### Nets reached from selected ports

The bar under the picture is 20 um long.
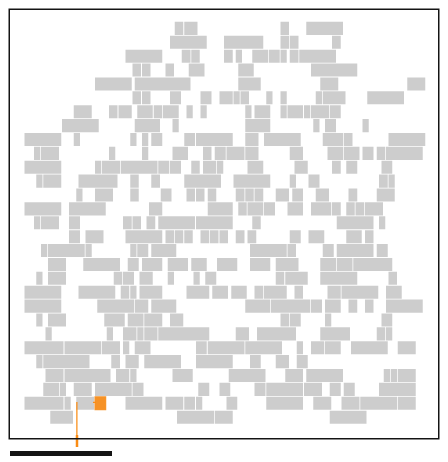
### Track usage over the die

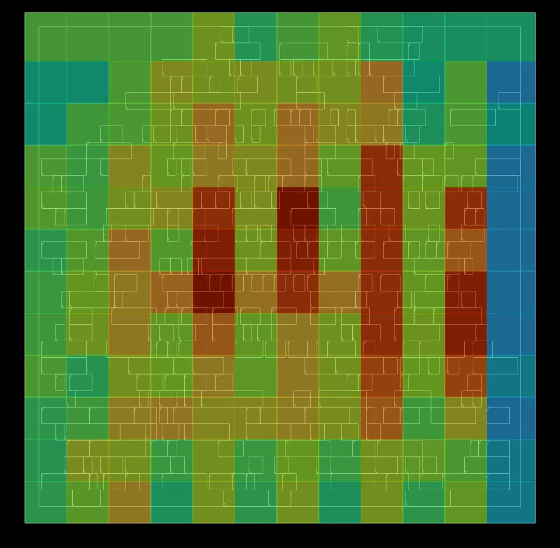
Design hk_spi_bitbang, sky130hd; sources not shown.
==> results.txt <==
impl run done, here's what came out: status=complete, no violations, Tightest Pin Transition=0.542 ns, pwr/cell area=700 nW/um2, Tmin final=1.71 ns, first-pass GRT wire length=11500 um, post-route insts no fill=392, TritonCTS Sinks=53, Yosys Instances=293, EDFF count, synth=0, syn_area_per_cell=8.92 um2, Worst Reg-to-Reg Cells=7, Worst VDD drop=0.503 mV, cell family with most CP delay=simple AND/OR/NAND/NOR gates, Layout Utilization=49.6%, clk pwr=0.900 mW, cell area after layout=3100 um2, Hold Path Depth=1, die area=7030 um2, number of global-route vias before repair=2142, Tool Warnings=30, Post-Syn Instances=293, Bufs on Longest Clock Path=2, initial DRC count=136, clk_lat worst skew=0.31 ns, Yosys chip area=2610 um2, Nets at Floorplan=304, CP Capture Type=flip-flop, unrepaired setup endpoints after global routing=true, setup TNS=0 ns, final WL=6990 um, met2 wire length=3130 um, most frequent logic cell in the layout=dfxtp_1, Hold Vio Cnt, Final=0, num rows=29, Max Cap Viol=0, HPWL after detailed placement=5060 um, Worst Path Arrival=1.96 ns, fp_density=41.9%, Peak Freq=585 MHz, largest net degree at the start of global routing=17, drt pass-1 iters=4, placed cell areas=2830 um2, flop2flop setup slack=0.04 ns, initial antenna violation count=0, CP Cell Sequence=ha_4 > ha_4 > nand4b_1 > or3_4 > buf_6 > o32a_1 > a21oi_2, Post-route DRC=0, clock network fraction of design power=41.5%, CTS root buf=clkbuf_8, WS Path Type=flip-flop to flip-flop, CTS Buf Count=5, top cells by area=dfxtp_1 (41%), a21oi_1 (5.0%), mux2i_1 (4.2%), Synth top cell by count=dfxtp_1, ys flops=53, Final Setup Violations=0, placed cell count=382, DRT antenna net count=0, Slew headroom=63.9%, leakage power figure=1.09 nW, Area Overhead vs Synth=18.4%, crit path max fanout=6, Comb power=0.0483 mW, H-tree level count=2, n_diodes=0, total gr overflow=0, CP peak stage delay=0.41 ns, Hold WS=0.416 ns, Post-synth top cells=dfxtp_1 (53), a21oi_1 (26), nor2_1 (20), cell count along the critical path=7, sw power=0.469 mW, count of cell types in the netlist=59, Critical Path RT=2.00 ns, vias=2241, Gates resized, CTS repair=8, CP dominant cell by count=ha_4, GR Util met2=30.9%, HP Class=flip-flop to flip-flop, highest-power group=sequential cells, TritonCTS clock tree=done, Power Total=2.17 mW, sw frac=21.6%, Die Height=83.8 um, post-synth top area cell=dfxtp_1, period utilisation layout=97.7%
## Picture notes: 'Nets reached from selected ports'
Key: orange = `CSB` [direction input, edge south, end cells 1, buffers 1, wire 7.10 um]
PortBufs: 12
I/O pins: 13

## Picture notes: 'Track usage over the die'
Routed wire per std cell: 17.8 um
busiest grt layer: met2
overall routing resource usage: 20.7%
met1 global-route usage: 30.6%
Global Route met3 Usage: 3.17%

## area by class of cell
class | instances | area, um2
Fill cell | 624 | 3150
Multi-Input combinational cell | 211 | 1520
Sequential cell | 53 | 1070
Timing Repair Buffer | 17 | 158
Buffer | 16 | 98.8
Tap cell | 77 | 96.3
Clock buffer | 6 | 82.6
Clock inverter | 2 | 37.5
Inverter | 10 | 37.5
## cells by family (layout without fill, tap and decap cells)
family,after synthesis,after routing,share of synthesized area (%)
buf+inv,29,51,5.26
compound gates,82,82,20.7
flops,53,53,40.6
xor+xnor,2,2,0.670
simple gates,110,110,25.7
fa+ha+maj,6,6,2.87
mux,11,11,4.21
Power and IR drop assume default switching activity.
